==> run_1/sizing.png <==
Bar = 20 µm.
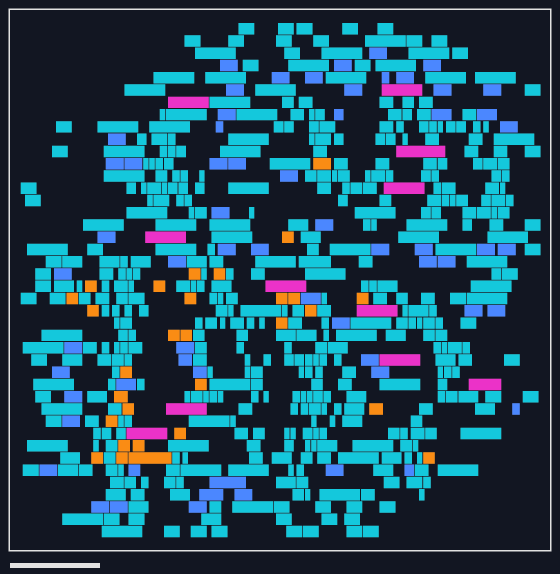
==> run_1/clock_nets.png <==
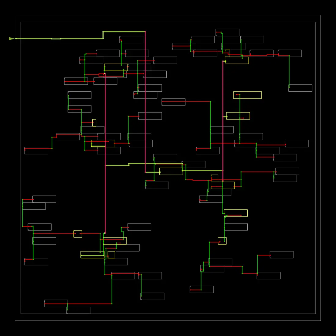
==> run_1/layers.png <==
Bar = 20 µm.
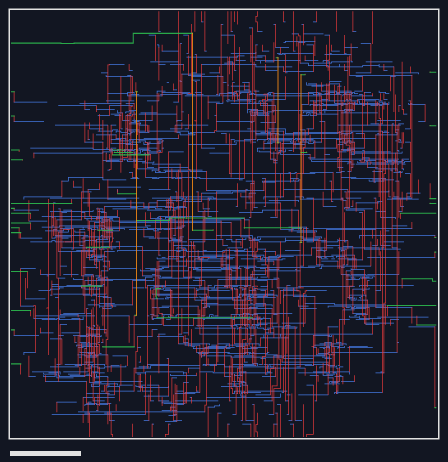
[config.mk]
export PLATFORM = sky130hd
export DESIGN_NAME = dds_phase_mapper
export DESIGN_NICKNAME = d
export VERILOG_FILES = /design/src/rtl/dds_pkg.sv /design/src/rtl/dds_addr_fold.sv /design/src/rtl/dds_phase_mapper.sv
export SDC_FILE = /design/constraint.sdc
export NUM_CORES = 1
export LEC_CHECK = 0
export CORE_MARGIN = 2
export CORE_UTILIZATION = 35
export CTS_BUF_LIST = sky130_fd_sc_hd__clkbuf_16
export DETAILED_ROUTE_END_ITERATION = 8
export PLACE_DENSITY_LB_ADDON = 0.12
export SETUP_SLACK_MARGIN = 0.2
export SYNTH_ARGS = -nofsm -noshare
export SYNTH_HDL_FRONTEND = slang
export SYNTH_HIERARCHICAL = 1
export SYNTH_SLANG_ARGS = --single-unit
[constraint.sdc]
create_clock -name clk -period 3.2 [get_ports clk]
set_input_delay 0.64 -clock clk [delete_from_list [all_inputs] [get_ports clk]]
set_output_delay 0.64 -clock clk [all_outputs]
set_load 0.03 [all_outputs]
[src/rtl/dds_pkg.sv]
// Shared DDS definitions: mode encodings, default widths and the mode-switch FSM state.
package dds_pkg;

  localparam int DDS_PHASE_W = 24;
  localparam int DDS_ADDR_W  = 11;
  localparam int DDS_MODE_W  = 3;

  localparam int MODE_RAMP  = 0;
  localparam int MODE_QSINE = 1;
  localparam int MODE_TRI   = 2;
  localparam int MODE_SQR   = 3;
  localparam int MODE_RRAMP = 4;

  typedef enum logic {
    STEADY  = 1'b0,
    PENDING = 1'b1
  } mode_st_e;

endpackage

[src/rtl/dds_addr_fold.sv]
// Maps an offset phase onto a waveform table address for the selected mode.
// Combinational, zero latency; no flow control.
module dds_addr_fold
  import dds_pkg::*;
#(
  parameter int ADDR_W = DDS_ADDR_W,
  parameter int MODE_W = DDS_MODE_W
) (
  input  logic [ADDR_W-1:0] phase,
  input  logic [MODE_W-1:0] mode,
  output logic [ADDR_W-1:0] addr,
  output logic              sign
);

  logic [ADDR_W-3:0] q_idx;
  logic [ADDR_W-1:0] tri_ramp;

  // quadrants 1 and 3 have bit ADDR_W-2 set and read the quarter table backwards
  assign q_idx    = phase[ADDR_W-2] ? ~phase[ADDR_W-3:0] : phase[ADDR_W-3:0];
  assign tri_ramp = {phase[ADDR_W-2:0], 1'b0};

  always_comb begin
    addr = '0;
    sign = 1'b0;
    case (int'(mode))
      MODE_RAMP:  addr = phase;
      MODE_QSINE: begin
        addr = {2'b00, q_idx};
        sign = phase[ADDR_W-1];
      end
      MODE_TRI:   addr = phase[ADDR_W-1] ? ~tri_ramp : tri_ramp;
      MODE_SQR:   addr = {ADDR_W{phase[ADDR_W-1]}};
      MODE_RRAMP: addr = ~phase;
      default:    addr = '0;
    endcase
  end

endmodule

[src/rtl/dds_phase_mapper.sv]
// Phase accumulator plus table-address mapper with wrap-aligned mode switching.
// Latency 2 cycles (accumulate/offset, then map); no backpressure, en_i gates sample flow.
module dds_phase_mapper
  import dds_pkg::*;
#(
  parameter int PHASE_W = DDS_PHASE_W,
  parameter int ADDR_W  = DDS_ADDR_W,
  parameter int MODE_W  = DDS_MODE_W
) (
  input  logic               clk,
  input  logic               rst_n,
  input  logic               en_i,
  input  logic [PHASE_W-1:0] Fword_i,
  input  logic [ADDR_W-1:0]  Phase_off_i,
  input  logic [MODE_W-1:0]  Mode_i,
  input  logic               Mode_ld_i,
  output logic [ADDR_W-1:0]  Address_o,
  output logic               Sign_o,
  output logic               Valid_o,
  output logic               Wrap_o,
  output logic [MODE_W-1:0]  Mode_o
);

  logic [PHASE_W-1:0] acc;
  logic               carry_q;
  logic [PHASE_W:0]   acc_sum;
  logic               wrap_now;

  mode_st_e           st_q, st_d;
  logic [MODE_W-1:0]  pend_q, pend_d;
  logic [MODE_W-1:0]  act_q, act_d;
  logic [MODE_W-1:0]  smp_mode;

  logic               s1_vld, s1_wrap;
  logic [ADDR_W-1:0]  s1_phase;
  logic [MODE_W-1:0]  s1_mode;
  logic [ADDR_W-1:0]  fold_addr;
  logic               fold_sign;

  assign acc_sum  = {1'b0, acc} + {1'b0, Fword_i};
  // the sample taken right after a carrying update is the wrap sample
  assign wrap_now = en_i & carry_q;

  always_ff @(posedge clk or negedge rst_n) begin
    if (!rst_n) begin
      acc     <= '0;
      carry_q <= 1'b0;
    end else if (en_i) begin
      acc     <= acc_sum[PHASE_W-1:0];
      carry_q <= acc_sum[PHASE_W];
    end
  end

  always_ff @(posedge clk or negedge rst_n) begin
    if (!rst_n) begin
      st_q   <= STEADY;
      pend_q <= '0;
      act_q  <= '0;
    end else begin
      st_q   <= st_d;
      pend_q <= pend_d;
      act_q  <= act_d;
    end
  end

  always_comb begin
    st_d   = st_q;
    pend_d = pend_q;
    act_d  = act_q;
    if (Mode_ld_i && wrap_now) begin
      act_d = Mode_i;
      st_d  = STEADY;
    end else if (Mode_ld_i) begin
      pend_d = Mode_i;
      st_d   = PENDING;
    end else if (st_q == PENDING && (wrap_now || !en_i)) begin
      act_d = pend_q;
      st_d  = STEADY;
    end
  end

  // mode tagged onto the sample launched this cycle, so a switch lands exactly on the wrap sample
  always_comb begin
    smp_mode = act_q;
    if (Mode_ld_i && wrap_now) begin
      smp_mode = Mode_i;
    end else if (st_q == PENDING && wrap_now) begin
      smp_mode = pend_q;
    end
  end

  always_ff @(posedge clk or negedge rst_n) begin
    if (!rst_n) begin
      s1_vld   <= 1'b0;
      s1_wrap  <= 1'b0;
      s1_phase <= '0;
      s1_mode  <= '0;
    end else begin
      s1_vld  <= en_i;
      s1_wrap <= wrap_now;
      if (en_i) begin
        s1_phase <= acc[PHASE_W-1 -: ADDR_W] + Phase_off_i;
        s1_mode  <= smp_mode;
      end
    end
  end

  dds_addr_fold #(
    .ADDR_W (ADDR_W),
    .MODE_W (MODE_W)
  ) u_fold (
    .phase (s1_phase),
    .mode  (s1_mode),
    .addr  (fold_addr),
    .sign  (fold_sign)
  );

  // sample outputs hold across en_i gaps; Mode_o moves only with a freshly mapped sample
  always_ff @(posedge clk or negedge rst_n) begin
    if (!rst_n) begin
      Address_o <= '0;
      Sign_o    <= 1'b0;
      Valid_o   <= 1'b0;
      Wrap_o    <= 1'b0;
      Mode_o    <= '0;
    end else begin
      Valid_o <= s1_vld;
      Wrap_o  <= s1_wrap;
      if (s1_vld) begin
        Address_o <= fold_addr;
        Sign_o    <= fold_sign;
        Mode_o    <= s1_mode;
      end
    end
  end

endmodule

==> run summary, run 1 <==
Status -> complete, no violations
Reg2Reg Depth -> 11
Layout area overhead -> 25.6%
Relative slew slack -> 42.9%
Hold Path Depth -> 0
Unrepaired setup endpoints after global routing -> true
Fill cell count -> 1282
Yosys top cell by area -> dfrtp_1
CTS tree -> built
Dpl hpwl -> 8.18 mm
Distinct lib cells -> 62
Fraction of layout cells with a size suffix above 1 -> 18.3%
Final Hold Fails -> 0
Initial DRT Pass Iterations -> 4
I/O pins -> 59
Crit-path max FO -> 3
Power Density -> 1080 mW/mm²
Final setup viols -> 0
Ratio of final minimum period to clock period -> 91.3%
# Cells Yosys -> 476
Buffers excl. clock -> 82
Commonest flop -> dfrtp_1
Layout clock area frac -> 5.03%
Clk root buf -> clkbuf_16
GPL Wtd Cong -> 0.825
DR WL met3 -> 287 µm
Core Rows -> 42
Busiest grt layer -> met2
Non-clock inverter count -> 12
I/O Buffers -> 58
Combinational gate area -> 0.00294 mm²
Synth Seq Share -> 34.7%
Crit-path most repeated cell -> buf_4
WP buf/inv -> 4
WP data arrival -> 3.14 ns
Antenna diodes -> 0
Sink Count -> 65
Data buffer area share -> 13.0%
Final net count -> 629
Synth Area per Inst -> 9.85 µm²
Sequential cell area share -> 27.6%
Comb/total area -> 49.9%
Met1 usage -> 22.0%
Syn nets -> 554
Slew @ Worst Pin -> 0.857 ns
Grt total ovfl -> 0
Vias/cell -> 5.18
Setup_tns -> 0 ns
Final slew viol count -> 0
VDD IR-drop max -> 390 µV
Antenna Nets Post-Route -> 0
Setup crit start kind -> input port
N_taps -> 176
Met1 wire length -> 5.34 mm
Synthesized area -> 0.00469 mm²
Comb gates -> 381
Clock Pin Slew Worst Setup and Hold Paths -> 0.06 ns
TritonCTS Buffers -> 9
Asr flop ratio synth -> 100%
Overall Power -> 6.36 mW
Post-Syn Instances -> 476
Post-synth EDFFs -> 0
M2 GR Usage -> 26.9%
FF+latch count, synth -> 65
Max-area cell class -> combinational gates
WP depth -> 12
DP Cell Count -> 713
Leak -> 2.54 nW
Initial Util -> 35.6%
H-tree levels -> 3
Area leader share -> 34.7%
CTS Hold Bufs -> 0
DIE AREA -> 0.0143 mm²
DRC violations left -> 0
Width of the die -> 120 µm
Vias in the first global route -> 3765
CP max stage cell -> clkdlybuf4s50_1
Initial DRC count -> 177
Largest net degree at the start of global routing -> 38
F_max -> 342 MHz
CP Capture Type -> flip-flop
Delay-heaviest family, CP -> AND-OR/OR-AND gates
Cell Count, Final, Fillers Out -> 732
Max cap viols -> 0
Critical Path RT -> 3.42 ns
Layout clock buffers -> 9
Sequential cell area -> 0.00163 mm²
Number of synthesis warnings -> 6
OpenROAD warning count -> 27
Largest buffer count on any clock path -> 2
CP peak stage delay -> 0.41 ns
Placed Area -> 0.00555 mm²
Top cells by area -> dfrtp_1, mux2_2, ha_1
Top Layer Used -> met4
Height of the die -> 120 µm
Cell chain of the critical path -> clkdlybuf4s50_1 -> ha_2 -> fa_2 -> a21o_1 -> a221oi_4 -> o211ai_2 -> a21boi_2 -> buf_4 -> buf_4 -> buf_4 -> xnor2_1 -> mux2_2
Antenna violations before repair -> 0
Top cells by count -> dfrtp_1, mux2_2, a21oi_1
Met3 usage -> 2.80%
Yosys stat chip area -> 0.00469 mm²
Fin crit period -> 2.92 ns
WS Path Type -> input port to flip-flop
Clock skew -> 0.00413 ns
Min-delay worst type -> flip-flop to flip-flop
First-pass GRT wire length -> 18.7 mm
Top-count cell post-synth -> dfrtp_1
Met2 wire length -> 5.20 mm
Worst Hold Margin -> 0.347 ns
Core Box Area -> 0.0132 mm²
## Picture notes: sizing.png
[magenta] x6 and larger | cells: 11 | share: 2.0%
[blue] x2 | cells: 62 | share: 11%
[cyan] x1 and smaller | cells: 454 | share: 82%
[orange] x3 and x4 | cells: 29 | share: 5.2%
final instance area: 0.00589 mm²
final setup margin: 0.277 ns

## Picture notes: clock_nets.png
Clk Latency, worst-skew pair: 0.33 ns
number of sequential cells: 65
P_clk: 0.980 mW

## Picture notes: layers.png
[orange] M4 | wire length: 188 µm
[green] M3 | wire length: 287 µm
[red] M2 | wire length: 5210 µm
[blue] M1 | wire length: 5340 µm
Post-Route WL: 11.0 mm
DR vias: 3789
drt wl/cell: 15.1 µm
total track usage: 16.5%

[run 1: cell families after synthesis]
| kind of cell | count (synthesis) | synth area share [%] |
|---|---|---|
| buffers and inverters | 30 | 3.07 |
| DFF | 65 | 34.7 |
| AOI/OAI and AO/OA | 140 | 19.7 |
| adders and majority gates | 36 | 9.92 |
| xor gates and xnor gates | 44 | 8.22 |
| and+or+nand+nor | 113 | 12.9 |
| muxes | 48 | 11.5 |
[run 1: power breakdown]
part / internal [mW] / switching (mW) / total, mW
Clock: 0.601 / 0.379 / 0.980
Sequential: 1.22 / 0.471 / 1.69
Combinational: 1.91 / 1.78 / 3.69
[run 1: flip-flops by register name (all words and copies together), names as in the netlist]
name / flops
s1_phase: 11
Sign_o: 1
act_q: 3
Address_o: 11
pend_q: 3
s1_mode: 3
acc: 24
s1_wrap: 1
Mode_o: 3
s1_vld: 1
Wrap_o: 1
carry_q: 1
st_q: 1
Valid_o: 1
[run 1: cell usage in the layout, fill, tap and decap left out, types with 3 or more instances in the layout]
cell type	netlist	layout
buf_4	1	23
a21o_1	13	13
xor2_1	17	17
a31oi_1	5	5
a221o_1	4	4
o211ai_1	7	7
nor2_1	20	20
inv_1	11	11
clkbuf_16	0	9
and3_1	4	4
o21a_1	6	6
and3b_1	8	8
a21oi_1	40	39
o211ai_2	3	3
clkdlybuf4s50_1	0	56
o21ai_0	20	19
o21ai_1	10	11
dfrtp_1	65	65
a211oi_1	3	3
or3_1	3	3
xnor2_1	27	27
o21bai_1	7	7
ha_1	34	33
nor2b_1	20	20
nor3_1	3	3
nand3b_1	3	3
mux2_2	47	47
o31ai_1	3	3
nand3_1	3	3
nand2_1	34	34
[run 1: path summary, 6_finish.rpt]
check	endpoint	from	slack (ns)
setup / recovery	acc[12]$_DFFE_PN0P_	Fword_i[0]	0.28
max in group asynchronous	acc[7]$_DFFE_PN0P_	rst_n	2.13
hold / removal	Wrap_o$_DFF_PN0_	s1_wrap$_DFF_PN0_	0.35
setup reg to reg	acc[12]$_DFFE_PN0P_	acc[0]$_DFFE_PN0P_	0.64
hold reg to reg	Wrap_o$_DFF_PN0_	s1_wrap$_DFF_PN0_	0.35
min in group asynchronous	Address_o[8]$_DFFE_PN0P_	rst_n	0.41
[run 1: metrics by stage]
stage / setup WS [ns] / utilization [%]
2_1_floorplan: 0.393 / -
3_3_place_gp: -0.160 / 42.1
3_5_place_dp: -0.205 / 42.1
4_1_cts: 0.201 / 44.4
5_1_grt: 0.184 / 44.7
6_report: 0.277 / 44.7
[run 1: worst reg2reg max path, cell delays in order, from the launching register on]
cell	delay, ns
dfrtp_1	0.38
ha_2	0.19
fa_2	0.35
a21o_1	0.20
a221oi_4	0.32
o211ai_2	0.17
a21boi_2	0.20
buf_4	0.14
buf_4	0.10
buf_4	0.09
xnor2_1	0.05
mux2_2	0.26
[run 1: repair_timing]
item | CTS | global route
resized | 1 | 4
hold endpoints to repair | 0 | 0
pin swaps | 1 | 6
cloned | 0 | 0
endpoints found under the setup margin | 2 | 5
buffers inserted | 0 | 3
==> run 2: changes to the inputs <==
--- a/config.mk
+++ b/config.mk
@@ -9,6 +9,7 @@
 export CORE_UTILIZATION = 35
 export CTS_BUF_LIST = sky130_fd_sc_hd__clkbuf_16
 export DETAILED_ROUTE_END_ITERATION = 8
+export GPL_TIMING_DRIVEN = 0
 export PLACE_DENSITY_LB_ADDON = 0.12
 export SETUP_SLACK_MARGIN = 0.2
 export SYNTH_ARGS = -nofsm -noshare
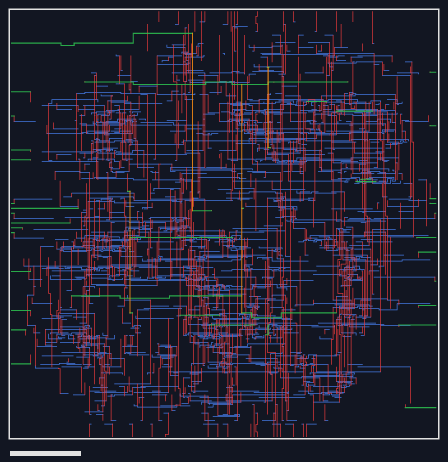
(run_2/layers.png)
Bar = 20 µm.
[red] M2 | wire length: 5430 µm
[green] M3 | wire length: 413 µm
[blue] M1 | wire length: 5230 µm
[orange] M4 | wire length: 170 µm
Post-Route WL: 11.2 mm
total track usage: 16.6%
DR vias: 3794
drt wl/cell: 15.4 µm

==> run summary, run 2 <==
Status -> complete, no violations
Hold Path Sink -> Wrap_o$_DFF_PN0_
Ratio of final minimum period to clock period -> 90.7% (-0.66 points)
Dpl hpwl -> 8.35 mm (+2.0%)
Top cells by count -> dfrtp_1, mux2_2, a21oi_1
Synthesized area -> 0.00469 mm² (unchanged)
Final setup viols -> 0 (unchanged)
First-pass GRT wire length -> 18.8 mm (+0.51%)
Relative slew slack -> 43.0% (+0.15 points)
OpenROAD warning count -> 28 (+3.7%)
Area leader share -> 34.7% (unchanged)
Largest net degree at the start of global routing -> 66 (+74%)
WP data arrival -> 3.17 ns (+0.03 ns)
CTS Hold Bufs -> 0 (unchanged)
Most frequent cells in the layout -> dfrtp_1, clkdlybuf4s50_1, mux2_2
H-tree levels -> 3 (unchanged)
Worst Hold Margin -> 0.350 ns (+0.00314 ns)
Layout area overhead -> 24.4%
Slew @ Worst Pin -> 0.854 ns (-0.00218 ns)
Crit-path max FO -> 3 (unchanged)
Clk Latency, worst-skew pair -> 0.34 ns (about the same)
Asr flop ratio synth -> 100% (unchanged)
DRC violations left -> 0 (unchanged)
Synth Area per Inst -> 9.85 µm² (unchanged)
Post-Syn Instances -> 476 (unchanged)
Top cell excl fill/tap -> dfrtp_1
Reg2Reg Depth -> 9 (-2)
# Cells Yosys -> 476 (unchanged)
Final net count -> 627 (-0.32%)
Post-synth EDFFs -> 0 (unchanged)
Width of the die -> 120 µm (unchanged)
Largest buffer count on any clock path -> 2 (unchanged)
Syn nets -> 554 (unchanged)
Antenna diodes -> 0 (unchanged)
Leak -> 2.48 nW (-2.1%)
Commonest flop -> dfrtp_1
Antenna violations before repair -> 0 (unchanged)
GPL Wtd Cong -> 0.860 (+4.3%)
Fin crit period -> 2.90 ns (-0.0212 ns)
Yosys top cell by area -> dfrtp_1
Clk root buf -> clkbuf_16
Initial Util -> 35.6% (unchanged)
Final Hold Fails -> 0 (unchanged)
WS Path Type -> input port to flip-flop
F_max -> 345 MHz (+0.73%)
Hold path start -> s1_wrap$_DFF_PN0_
Logic family by area -> AND-OR/OR-AND gates
Core Box Area -> 0.0132 mm² (unchanged)
Unrepaired setup endpoints after global routing -> true
CP peak stage delay -> 0.51 ns (+0.10 ns)
Setup crit start kind -> input port
Final slew viol count -> 0 (unchanged)
VDD IR-drop max -> 471 µV (+21%)
Height of the die -> 120 µm (unchanged)
Reg2Reg Setup Slack -> 0.65 ns (about the same)
CP Capture Type -> flip-flop
FF-to-FF End -> acc[20]$_DFFE_PN0P_
Synth Seq Share -> 34.7% (unchanged)
Yosys stat chip area -> 0.00469 mm² (unchanged)
Top cells by area -> dfrtp_1, mux2_2, ha_1
Fraction of layout cells with a size suffix above 1 -> 16.8% (-1.6 points)
Grt total ovfl -> 0 (unchanged)
Top Registers -> acc (24), Address_o (11), s1_phase (11)
Number of synthesis warnings -> 6 (unchanged)
R2r startpoint -> acc[0]$_DFFE_PN0P_
Fin util -> 44.2% (-0.44 points)
Vias in the first global route -> 3804 (+1.0%)
Cell Count, Final, Fillers Out -> 730 (-0.27%)
Max cap viols -> 0 (unchanged)
MUX share of area -> 11.5% (unchanged)
Core Rows -> 42 (unchanged)
Overall Power -> 6.22 mW (-2.2%)
Critical Path RT -> 3.47 ns (+0.05 ns)
Aoi share -> 19.7% (unchanged)
Top-count cell post-synth -> dfrtp_1
Sink Count -> 65 (unchanged)
Initial DRC count -> 205 (+16%)
I/O pins -> 59 (unchanged)
FF+latch count, synth -> 65 (unchanged)
Min-delay worst type -> flip-flop to flip-flop
TritonCTS Buffers -> 9 (unchanged)
Max reg flops -> 24 (unchanged)
I/O Buffers -> 58 (unchanged)
Cell chain of the critical path -> clkdlybuf4s50_1 -> ha_2 -> fa_2 -> a21o_1 -> a221oi_4 -> o211ai_2 -> a21boi_2 -> a21oi_2 -> or4_1 -> nand3_1
Yosys xor share -> 8.22% (unchanged)
Power Density -> 1070 mW/mm² (-1.2%)
Fill cell count -> 1297 (+1.2%)
DP Cell Count -> 710 (-0.42%)
DIE AREA -> 0.0143 mm² (unchanged)
CTS tree -> built
Top reg by flops -> acc
Hold Path Depth -> 0 (unchanged)
Initial DRT Pass Iterations -> 4 (unchanged)
Distinct lib cells -> 62 (unchanged)
Adder share -> 9.92% (unchanged)
Simple Share, Synth -> 12.9% (unchanged)
Clock skew -> 0.00474 ns (+0.000617 ns)
Clock Pin Slew Worst Setup and Hold Paths -> 0.06 ns (about the same)
CP max stage cell -> or4_1
Antenna Nets Post-Route -> 0 (unchanged)
Vias/cell -> 5.20 (+0.41%)
run 2: cell counts after synthesis:
No cell type changed its count.
run 2: where the power goes:
| group | internal (mW) | total (mW) | switching, mW |
|---|---|---|---|
| Clock | 0.522 | 0.909 | 0.387 |
| Sequential | 1.22 | 1.57 | 0.347 |
| Combinational | 1.84 | 3.74 | 1.91 |
run 2: worst max-delay path by stage:
| stage | startpoint | end | depth (start not counted) |
|---|---|---|---|
| after floorplan | Fword_i[0] | acc[20]$_DFFE_PN0P_ | 9 |
| after detailed placement | Fword_i[0] | acc[20]$_DFFE_PN0P_ | 10 |
| after global placement | rst_n | pend_q[2]$_DFFE_PN0P_ | 1 |
| after CTS | Fword_i[4] | acc[21]$_DFFE_PN0P_ | 9 |
| final | Fword_i[0] | acc[20]$_DFFE_PN0P_ | 10 |
| after global routing | Fword_i[0] | acc[20]$_DFFE_PN0P_ | 10 |
run 2: layout make-up:
type	instances	area [µm²]	area share, %
plain buffers	18	98.8	1.69
repair buffers	62	608	10.4
multi-input cells	381	2960	50.8
flip-flops and latches	65	1630	27.9
well taps	176	220	3.77
clock inverters	7	47.5	0.815
clock buffers	9	225	3.86
inverters	12	45.0	0.772
run 2: critical path: cells and delay by family:
| family | cells | cell delay, ns |
|---|---|---|
| AND-OR/OR-AND | 5 | 0.97 |
| adder cells (fa/ha/maj) | 2 | 0.54 |
| buffers and inverters | 1 | 0.41 |
| AND/OR/NAND/NOR | 2 | 0.61 |
run 2: repair_timing:
| action | in CTS | in global routing |
|---|---|---|
| resized | 3 | 6 |
| buffers inserted | 3 | 1 |
| pin swaps | 4 | 4 |
| setup endpoints to repair | 4 | 8 |
run 2: cells by family (layout without fill, tap and decap cells):
group           count (synthesis)  after routing
compound gates                140            140
simple gates                  113            113
flops                          65             65
mux                            48             48
xor+xnor                       44             44
fa+ha+maj                      36             36
buf+inv                        30            108
run 2: routing by layer:
| metal | up-vias | global-route usage [%] | share of wire [%] | wire, µm |
|---|---|---|---|---|
| met4 | 0 | 4.71 | 1.5 | 170 |
| met5 | - | 0 | 0 | 0 |
| met2 | 56 | 27.8 | 48 | 5430 |
| met3 | 11 | 4.37 | 3.7 | 412 |
| met1 | 1836 | 21.1 | 47 | 5230 |
| li1 | 1891 | - | - | - |
run 2: stage by stage:
stage	TNS, ns	cell area, µm²	setup slack (ns)
finish	0	5830	0.299
floorplan	0	4690	0.393
global placement	-60.98	5490	-0.921
CTS	0	5800	0.192
global route	0	5830	0.183
detailed placement	-1.59	5490	-0.318
==> run 3: changes to the inputs <==
--- a/config.mk
+++ b/config.mk
@@ -11,6 +11,7 @@
 export DETAILED_ROUTE_END_ITERATION = 8
 export GPL_TIMING_DRIVEN = 0
 export PLACE_DENSITY_LB_ADDON = 0.12
+export REMOVE_ABC_BUFFERS = 1
 export SETUP_SLACK_MARGIN = 0.2
 export SYNTH_ARGS = -nofsm -noshare
 export SYNTH_HDL_FRONTEND = slang
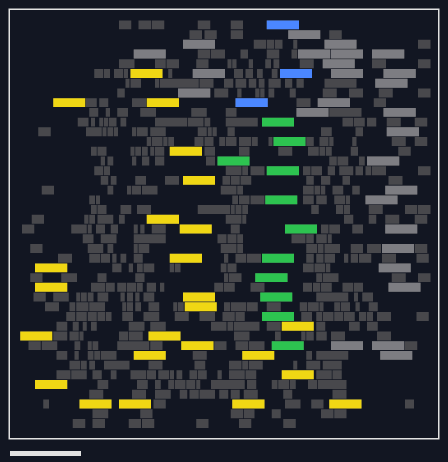
(run_3/ff_map.png)
Bar = 20 µm. Other sequential cells in the stronger gray, the rest of the logic in the fainter gray.
[green] s1_phase | placed flops: 11
[yellow] acc | placed flops: 24
[blue] act_q | placed flops: 3
not colored: 27
Sequential cell area: 0.00163 mm²
fin util: 43.8%
sequential cell area share: 28.2%

==> run summary, run 3 <==
Status -> complete, no violations
Max cap viols -> 0 (unchanged)
Final setup viols -> 0 (unchanged)
Synth Seq Share -> 34.7% (unchanged)
Initial DRC count -> 139 (-32%)
TritonCTS Buffers -> 9 (unchanged)
WP buf/inv -> 1 (unchanged)
Fill cell count -> 1258 (-3.0%)
Initial Util -> 35.6% (unchanged)
Largest buffer count on any clock path -> 2 (unchanged)
CP peak stage delay -> 0.42 ns (-0.09 ns)
Switching power -> 2.55 mW (-3.3%)
Largest net degree at the start of global routing -> 66 (unchanged)
Worst Hold Margin -> 0.345 ns (-0.00486 ns)
OpenROAD warning count -> 27 (-3.6%)
Antenna diodes -> 0 (unchanged)
Yosys stat chip area -> 0.00469 mm² (unchanged)
CTS Hold Bufs -> 0 (unchanged)
Area leader share -> 34.7% (unchanged)
WP data arrival -> 3.10 ns (-0.07 ns)
Dpl hpwl -> 7.62 mm (-8.7%)
Sink Count -> 65 (unchanged)
Switching Share -> 41.6% (-0.88 points)
Met3 usage -> 3.71% (-0.67 points)
GPL Wtd Cong -> 0.829 (-3.7%)
Yosys top cell by area -> dfrtp_1
Antenna Nets Post-Route -> 0 (unchanged)
Top cell excl fill/tap -> dfrtp_1
Clk Latency, worst-skew pair -> 0.34 ns (about the same)
Crit-path max FO -> 5 (+2)
WS Path Type -> input port to flip-flop
Number of synthesis warnings -> 6 (unchanged)
Vias/cell -> 5.09 (-2.0%)
First-pass GRT wire length -> 17.7 mm (-5.9%)
Clock Pin Slew Worst Setup and Hold Paths -> 0.06 ns (about the same)
Max reg flops -> 24 (unchanged)
Core Rows -> 42 (unchanged)
Cell chain of the critical path -> clkdlybuf4s50_1 -> ha_1 -> nand2_1 -> or3_1 -> o21ai_1 -> a31oi_2 -> o21ai_0 -> xor2_1 -> mux2_2
Total track usage -> 15.4% (-1.2 points)
Commonest flop -> dfrtp_1
Drt wl/cell -> 14.4 µm (-6.7%)
Top reg by flops -> acc
Ratio of final minimum period to clock period -> 89.8% (-0.82 points)
Fin crit period -> 2.88 ns (-0.0262 ns)
Post-Route WL -> 10.3 mm (-8.6%)
CTS tree -> built
Final slew viol count -> 0 (unchanged)
Post-Syn Instances -> 476 (unchanged)
Final net count -> 612 (-2.4%)
DIE AREA -> 0.0143 mm² (unchanged)
Height of the die -> 120 µm (unchanged)
Distinct lib cells -> 62 (unchanged)
Top Registers -> acc (24), Address_o (11), s1_phase (11)
Critical Path RT -> 3.42 ns (-0.05 ns)
Combinational power share -> 56.7% (-3.5 points)
Top-count cell post-synth -> dfrtp_1
Vias in the first global route -> 3614 (-5.0%)
Post-synth EDFFs -> 0 (unchanged)
CP max stage cell -> clkdlybuf4s50_1
DRC violations left -> 0 (unchanged)
Met1 usage -> 19.9% (-1.2 points)
Slew @ Worst Pin -> 0.845 ns (-0.00955 ns)
Leak -> 2.46 nW (-1.1%)
VDD IR-drop max -> 351 µV (-26%)
Top cells by count -> dfrtp_1, mux2_2, a21oi_1
Grt total ovfl -> 0 (unchanged)
I/O pins -> 59 (unchanged)
FF+latch count, synth -> 65 (unchanged)
F_max -> 348 MHz (+0.91%)
Synthesized area -> 0.00469 mm² (unchanged)
Clk pwr share -> 16.0% (+1.4 points)
Asr flop ratio synth -> 100% (unchanged)
I/O Buffers -> 58 (unchanged)
Power Density -> 1060 mW/mm² (-0.20%)
Internal Pwr Total -> 3.59 mW (+0.26%)
Clk root buf -> clkbuf_16
Busiest grt layer -> met2
Setup crit start kind -> input port
H-tree levels -> 3 (unchanged)
Most frequent cells in the layout -> dfrtp_1, clkdlybuf4s50_1, mux2_2
Antenna violations before repair -> 0 (unchanged)
CP Capture Type -> flip-flop
run 3: cell counts after synthesis:
Identical to the previous run, type by type.
run 3: timing repair:
action	4_1_cts	5_1_grt
gates cloned	0	0
buffers inserted	5	1
endpoints found under the setup margin	6	5
resized	5	3
pin swaps	8	4
hold endpoints to repair	0	0
run 3: per-layer routing:
layer	part of all wire, %	wire length [µm]
met1	47	4870
met2	48	4970
met3	3.2	327
met4	0.97	100
met5	0	0
run 3: kinds of logic after synthesis:
kind of cell / synth area share [%]
muxes: 11.5
xor gates and xnor gates: 8.22
buffers and inverters: 3.07
AOI/OAI and AO/OA: 19.7
adders and majority gates: 9.92
and+or+nand+nor: 12.9
DFF: 34.7
run 3: worst reg2reg max path, stage by stage, from the launching register on:
cell and delay (ns):
dfrtp_1 0.38, ha_1 0.37, nand2_1 0.14, or3_1 0.36, o21ai_1 0.29, a31oi_2 0.21, o21ai_0 0.29, xor2_1 0.10
mux2_2 0.27
run 3: final cells by class:
cell class / instances / area, µm² / area share (%)
clock buffers: 9 / 225 / 3.90
multi-input cells: 381 / 2950 / 51.0
inverters: 12 / 45.0 / 0.780
clock inverters: 7 / 71.3 / 1.24
flip-flops and latches: 65 / 1630 / 28.2
repair buffers: 65 / 638 / 11.1
well taps: 176 / 220 / 3.81
run 3: power by group through the flow:
stage	Combinational [mW]	Sequential, mW	Clock, mW
after global routing	3.90	1.76	1.06
after floorplan	2.49	1.74	0
after global placement	3.38	1.67	0
final	3.48	1.67	0.983
after CTS	3.49	1.68	1.02
after detailed placement	3.40	1.70	0
run 3: path summary, 6_finish.rpt:
path	start	endpoint	slack, ns	cells after the start
worst max-delay path	Fword_i[6]	acc[21]$_DFFE_PN0P_	0.32	9
worst min-delay path	s1_wrap$_DFF_PN0_	Wrap_o$_DFF_PN0_	0.35	0
worst max register to register	acc[6]$_DFFE_PN0P_	acc[21]$_DFFE_PN0P_	0.67	8
worst min register to register	s1_wrap$_DFF_PN0_	Wrap_o$_DFF_PN0_	0.35	0
max in group asynchronous	rst_n	s1_phase[9]$_DFFE_PN0P_	2.23	1
min in group asynchronous	rst_n	acc[1]$_DFFE_PN0P_	0.37	1
run 3: per-stage QoR:
step	total power, mW	std cells	util (%)	worst slack (ns)	cell area, µm²
after floorplan	4.23	458	-	0.393	4590
after global placement	5.05	692	40.9	-1.01	5390
after detailed placement	5.10	693	41.0	-0.355	5410
after CTS	6.19	714	43.7	0.198	5760
after global routing	6.72	715	43.8	0.195	5770
final	6.14	715	43.8	0.325	5770
Power figures rest on the tool's default switching activity, not on a simulated workload.
